## config.mk

```make
export PLATFORM = sky130hd
export DESIGN_NAME = ascon_spi_target
export DESIGN_NICKNAME = d
export VERILOG_FILES = /design/src/rtl/ascon_spi_target.sv
export SDC_FILE = /design/constraint.sdc
export NUM_CORES = 1
export LEC_CHECK = 0
export CAP_MARGIN = 10
export CORE_AREA = 2 2 290 292
export CTS_BUF_LIST = sky130_fd_sc_hd__clkbuf_16
export CTS_CLUSTER_SIZE = 28
export DETAILED_ROUTE_END_ITERATION = 8
export DIE_AREA = 0 0 292 294
export RECOVER_POWER = 25
export SLEW_MARGIN = 20
export SYNTH_ARGS = -nofsm -noshare
export SYNTH_HDL_FRONTEND = slang
export SYNTH_SLANG_ARGS = --single-unit
export TNS_END_PERCENT = 1
```

## constraint.sdc

```tcl
create_clock -name clk -period 3.1 [get_ports clk]
set_clock_uncertainty 0.15 [all_clocks]
set_input_delay 0.62 -clock clk [delete_from_list [all_inputs] [get_ports clk]]
set_output_delay 0.62 -clock clk [all_outputs]
set_load 0.02 [all_outputs]
```

## src/rtl/ascon_spi_target.sv

```systemverilog
// ascon_spi_target: SPI mode-0 target that loads Ascon operands, shifts words
// into the permutation state, reads state words back and issues start commands.
//
// state     | meaning
// ----------+------------------------------------------------------------
// ST_IDLE   | no transaction; wait for a synchronized cs_n falling edge
// ST_CMD    | shifting in the 8-bit command byte, miso held at 0
// ST_DATA   | data phase of WR_REG / WR_STATE / RD_STATE
// ST_IGNORE | payload done, bad command or START; discard bits until cs_n rises
module ascon_spi_target #(
  parameter int SYNC_STAGES = 2
) (
  input  logic         clk,
  input  logic         rst_n,
  input  logic         sclk,
  input  logic         cs_n,
  input  logic         mosi,
  output logic         miso,
  input  logic [63:0]  S_0_reg,
  input  logic [63:0]  S_1_reg,
  input  logic [63:0]  S_2_reg,
  input  logic [63:0]  S_3_reg,
  input  logic [63:0]  S_4_reg,
  output logic [127:0] reg0_128b,
  output logic [127:0] reg1_128b,
  output logic [127:0] reg2_128b,
  output logic [2:0]   operation_mode,
  output logic         operation_ready,
  output logic         state_shift_en,
  output logic [2:0]   state_shift_sel,
  output logic         state_shift_lsb
);

  typedef enum logic [1:0] {
    ST_IDLE   = 2'd0,
    ST_CMD    = 2'd1,
    ST_DATA   = 2'd2,
    ST_IGNORE = 2'd3
  } state_t;

  localparam logic [2:0] OP_WR_REG   = 3'b001;
  localparam logic [2:0] OP_WR_STATE = 3'b010;
  localparam logic [2:0] OP_RD_STATE = 3'b011;
  localparam logic [2:0] OP_START    = 3'b100;

  logic [SYNC_STAGES-1:0] sclk_sync_q, cs_sync_q, mosi_sync_q;
  logic                   sclk_prev_q, cs_prev_q;
  logic                   sclk_s, cs_s, mosi_s;
  logic                   sclk_rise, sclk_fall, cs_fall;

  state_t       state_q;
  logic [6:0]   bit_cnt_q;
  logic [6:0]   cmd_q;
  logic [2:0]   op_q;
  logic [2:0]   sel_q;
  logic [127:0] wr_sh_q;
  logic [63:0]  rd_sh_q;
  logic [127:0] reg0_q, reg1_q, reg2_q;
  logic [2:0]   mode_q;
  logic         start_pend_q;
  logic         ready_q;
  logic         shift_en_q;
  logic [2:0]   shift_sel_q;
  logic         shift_lsb_q;
  logic         miso_q;

  logic [7:0]   cmd_d;
  logic [2:0]   opc_d, sel_d;
  logic [1:0]   cmd_unused;
  logic [63:0]  s_sel_d;
  logic [127:0] wr_sh_d;

  // Synchronize the asynchronous SPI pins and keep one history bit for edge detection.
  // Reset to 0 so a cs_n held low through reset cannot fake a falling edge.
  always_ff @(posedge clk or negedge rst_n) begin
    if (!rst_n) begin
      sclk_sync_q <= '0;
      cs_sync_q   <= '0;
      mosi_sync_q <= '0;
      sclk_prev_q <= 1'b0;
      cs_prev_q   <= 1'b0;
    end else begin
      sclk_sync_q <= {sclk_sync_q[SYNC_STAGES-2:0], sclk};
      cs_sync_q   <= {cs_sync_q[SYNC_STAGES-2:0], cs_n};
      mosi_sync_q <= {mosi_sync_q[SYNC_STAGES-2:0], mosi};
      sclk_prev_q <= sclk_s;
      cs_prev_q   <= cs_s;
    end
  end

  assign sclk_s    = sclk_sync_q[SYNC_STAGES-1];
  assign cs_s      = cs_sync_q[SYNC_STAGES-1];
  assign mosi_s    = mosi_sync_q[SYNC_STAGES-1];
  assign sclk_rise = sclk_s & ~sclk_prev_q;
  assign sclk_fall = ~sclk_s & sclk_prev_q;
  assign cs_fall   = ~cs_s & cs_prev_q;

  assign cmd_d      = {cmd_q, mosi_s};
  assign opc_d      = cmd_d[7:5];
  assign sel_d      = cmd_d[2:0];
  assign cmd_unused = cmd_d[4:3];
  assign wr_sh_d    = {wr_sh_q[126:0], mosi_s};

  // Read-source mux for RD_STATE capture, indexed by the command byte being completed.
  always_comb begin
    s_sel_d = '0;
    case (sel_d)
      3'd0:    s_sel_d = S_0_reg;
      3'd1:    s_sel_d = S_1_reg;
      3'd2:    s_sel_d = S_2_reg;
      3'd3:    s_sel_d = S_3_reg;
      3'd4:    s_sel_d = S_4_reg;
      default: s_sel_d = '0;
    endcase
  end

  // Transaction FSM with all outputs registered; cs_n high overrides any sclk edge.
  always_ff @(posedge clk or negedge rst_n) begin
    if (!rst_n) begin
      state_q      <= ST_IDLE;
      bit_cnt_q    <= '0;
      cmd_q        <= '0;
      op_q         <= '0;
      sel_q        <= '0;
      wr_sh_q      <= '0;
      rd_sh_q      <= '0;
      reg0_q       <= '0;
      reg1_q       <= '0;
      reg2_q       <= '0;
      mode_q       <= '0;
      start_pend_q <= 1'b0;
      ready_q      <= 1'b0;
      shift_en_q   <= 1'b0;
      shift_sel_q  <= '0;
      shift_lsb_q  <= 1'b0;
      miso_q       <= 1'b0;
    end else begin
      ready_q      <= start_pend_q;
      start_pend_q <= 1'b0;
      shift_en_q   <= 1'b0;
      if (cs_s) begin
        state_q <= ST_IDLE;
        miso_q  <= 1'b0;
      end else begin
        case (state_q)
          ST_IDLE: begin
            miso_q <= 1'b0;
            if (cs_fall) begin
              state_q   <= ST_CMD;
              bit_cnt_q <= '0;
            end
          end
          ST_CMD: begin
            miso_q <= 1'b0;
            if (sclk_rise) begin
              cmd_q <= cmd_d[6:0];
              if (bit_cnt_q == 7'd7) begin
                bit_cnt_q <= '0;
                op_q      <= opc_d;
                sel_q     <= sel_d;
                state_q   <= ST_IGNORE;
                case (opc_d)
                  OP_WR_REG: begin
                    if (sel_d <= 3'd2) state_q <= ST_DATA;
                  end
                  OP_WR_STATE: begin
                    if (sel_d <= 3'd4) state_q <= ST_DATA;
                  end
                  OP_RD_STATE: begin
                    if (sel_d <= 3'd4) begin
                      state_q <= ST_DATA;
                      rd_sh_q <= s_sel_d;
                    end
                  end
                  OP_START: begin
                    if (sel_d <= 3'd5) begin
                      mode_q       <= sel_d;
                      start_pend_q <= 1'b1;
                    end
                  end
                  default: ;
                endcase
              end else begin
                bit_cnt_q <= bit_cnt_q + 7'd1;
              end
            end
          end
          ST_DATA: begin
            if (sclk_rise) begin
              case (op_q)
                OP_WR_REG: begin
                  wr_sh_q <= wr_sh_d;
                  if (bit_cnt_q == 7'd127) begin
                    state_q <= ST_IGNORE;
                    case (sel_q)
                      3'd0:    reg0_q <= wr_sh_d;
                      3'd1:    reg1_q <= wr_sh_d;
                      3'd2:    reg2_q <= wr_sh_d;
                      default: ;
                    endcase
                  end else begin
                    bit_cnt_q <= bit_cnt_q + 7'd1;
                  end
                end
                OP_WR_STATE: begin
                  shift_en_q  <= 1'b1;
                  shift_sel_q <= sel_q;
                  shift_lsb_q <= mosi_s;
                  bit_cnt_q   <= bit_cnt_q + 7'd1;
                  if (bit_cnt_q == 7'd63) state_q <= ST_IGNORE;
                end
                default: begin
                  bit_cnt_q <= bit_cnt_q + 7'd1;
                  if (bit_cnt_q == 7'd63) begin
                    state_q <= ST_IGNORE;
                    miso_q  <= 1'b0;
                  end
                end
              endcase
            end else if (sclk_fall && op_q == OP_RD_STATE) begin
              miso_q  <= rd_sh_q[63];
              rd_sh_q <= {rd_sh_q[62:0], 1'b0};
            end
          end
          ST_IGNORE: begin
            miso_q <= 1'b0;
          end
          default: begin
            state_q <= ST_IDLE;
            miso_q  <= 1'b0;
          end
        endcase
      end
    end
  end

  assign miso            = miso_q;
  assign reg0_128b       = reg0_q;
  assign reg1_128b       = reg1_q;
  assign reg2_128b       = reg2_q;
  assign operation_mode  = mode_q;
  assign operation_ready = ready_q;
  assign state_shift_en  = shift_en_q;
  assign state_shift_sel = shift_sel_q;
  assign state_shift_lsb = shift_lsb_q;

endmodule
```

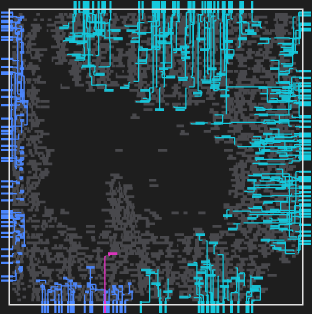
(images/port_nets.png)
Scale: 1 px per um.
legend:
  `cs_n`:
    color: magenta
    direction: input
    end_cells: 1
    buffers: 1
    wire: 50.2 um
  `S_3_reg`:
    color: blue
    direction: input
    end_cells: 64
    buffers: 64
    wire: 1,580 um
  `reg1_128b`:
    color: cyan
    direction: output
    end_cells: 128
    buffers: 128
    wire: 7,060 um

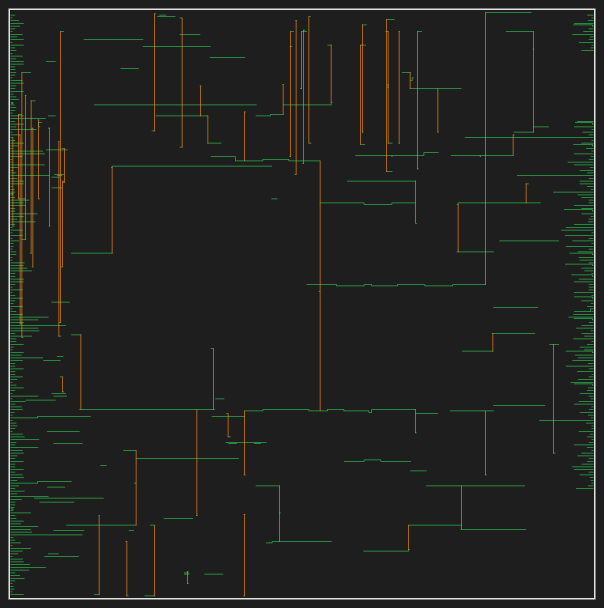
(images/metal_stack.png)
Scale: 2 px per um. Two of the layers only.
legend:
  met3:
    color: green
    wire_length: 3,870 um
  met4:
    color: orange
    wire_length: 2,780 um

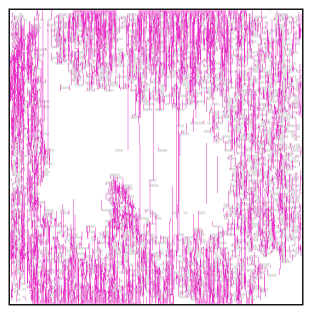
(images/met2.png)
Scale: 1 px per um.
main direction: vertical
longest straight run: 136 um
wire length on this layer: 40.2 mm

==> flow_summary_export.csv <==
group,metric,value,unit
final_timing,rsz0062_at_grt,"no",
logic_synthesis,simple_gate_share,1.58,%
critical_path,crit_fanout,33,
place,place_congestion,0.856,
logic_synthesis,synth_warnings,0,
final_timing,period_used_share,95.2,%
final_layout,final_core_util,44.7,%
cts,numCtsBuffers,69,
critical_path,rrSetupSlack,150,ps
final_timing,fmax,339,MHz
die,initial_core_util,31.6,%
hold_path,min_path_cells,0,
critical_path,crit_path_end,"reg1_128b[62]$_DFFE_PN0P_",
drt,num_vias,17500,
cts,cts_resized,0,
logic_synthesis,synthCells,1699,
job,maxCapViolations,1,
logic_synthesis,syn_area_per_cell,15.4,um^2
drt,wl_per_cell,21.7,um
hold_path,worst_hold_path_type,"reg -> reg",
logic_synthesis,adder_share,0.286,%
logic_synthesis,synth-main-ff-cell,"dfrtp_1",
logic_synthesis,ys_seq_share,58.8,%
logic_synthesis,syn_area,26200,um^2
final_layout,n_fill_cell,7370,
final_layout,clock_area_share,5.95,%
final_timing,drv_slew,50,
die,well_tap_count,1080,
global_route,grt_start_max_net_pins,128,
place,hpwl,56700,um
logic_synthesis,syn-num-nets,2030,
run_status,status,"complete, but fails checks",
final_layout,drive_above_1_share,32.7,%
logic_synthesis,ys_area,26200,um^2
final_layout,comb_share,27.0,%
job,warning_count,32,
die,fp.dieW,292,um
final_layout,dominant_cells,"sequential cells",
drt,totalWireLength,77400,um
logic_synthesis,compound_area_share,6.34,%
pwr,p_leak,16.7,nW
critical_path,required,3420,ps
die,fp.coreArea,82900,um^2
run_status,violations,"capacitance limit, slew limit",
die,die_height,294,um
[sequential cells by signal (all words and copies together) (netlist names), 3 cells and up]
signal           count
bit_cnt_q            7
cmd_q                7
op_q                 3
operation_mode       3
rd_sh_q             64
reg0_128b          128
reg1_128b          128
reg2_128b          128
sel_q                3
state_shift_sel      3
wr_sh_q            127
[worst max-delay path, cell delays in order (launching register included)]
cell and delay (ps):
dfrtp_1 420, inv_2 100, ha_2 180, and4bb_1 280, nand2_4 70, or4_4 490
nor3b_4 250, buf_12 230, buf_16 280, mux2_4 330
[cell usage after synthesis (12+ instances only)]
cell      count  area share [%]
buf_4        17            0.49
nand2_1      18            0.26
clkbuf_1     59            0.84
o21ai_0      70             1.3
mux2_2      533              23
buf_6        15            0.64
a222oi_1     62             2.4
mux2_1       21            0.90
dfrtp_1     616              59
buf_2        14            0.27
mux2_4      100             5.7
a22oi_1      62             1.8
nor2_1       12            0.17
[stage by stage]
stage               std cells  setup slack (ps)  instance area (um^2)  total power [mW]
finish                   3571               150                 37000              20.1
global route             3571              27.5                 37000              21.1
CTS                      3568              61.3                 37000              20.4
detailed placement       3442              95.5                 34800              12.3
global placement         3442               134                 34800              12.2
floorplan                1699               436                 26200              10.8
[metal layers]
metal | global-route usage (%) | vias to the layer above | wire length (um) | part of all wire (%)
li1 | - | 7824 | - | -
met3 | 3.26 | 131 | 3870 | 5.0
met4 | 7.05 | 0 | 2780 | 3.6
met5 | 0 | - | 0 | 0
met2 | 31.8 | 605 | 40200 | 52
met1 | 20.8 | 8989 | 30600 | 39
[power by group]
group / internal [mW] / total [mW] / leakage (nW) / switching (mW)
clock network: 4.53 / 7.91 / 1.12 / 3.37
registers: 8.50 / 8.83 / 8.51 / 0.330
logic: 1.64 / 3.33 / 7.12 / 1.70
Power and IR drop assume default switching activity.
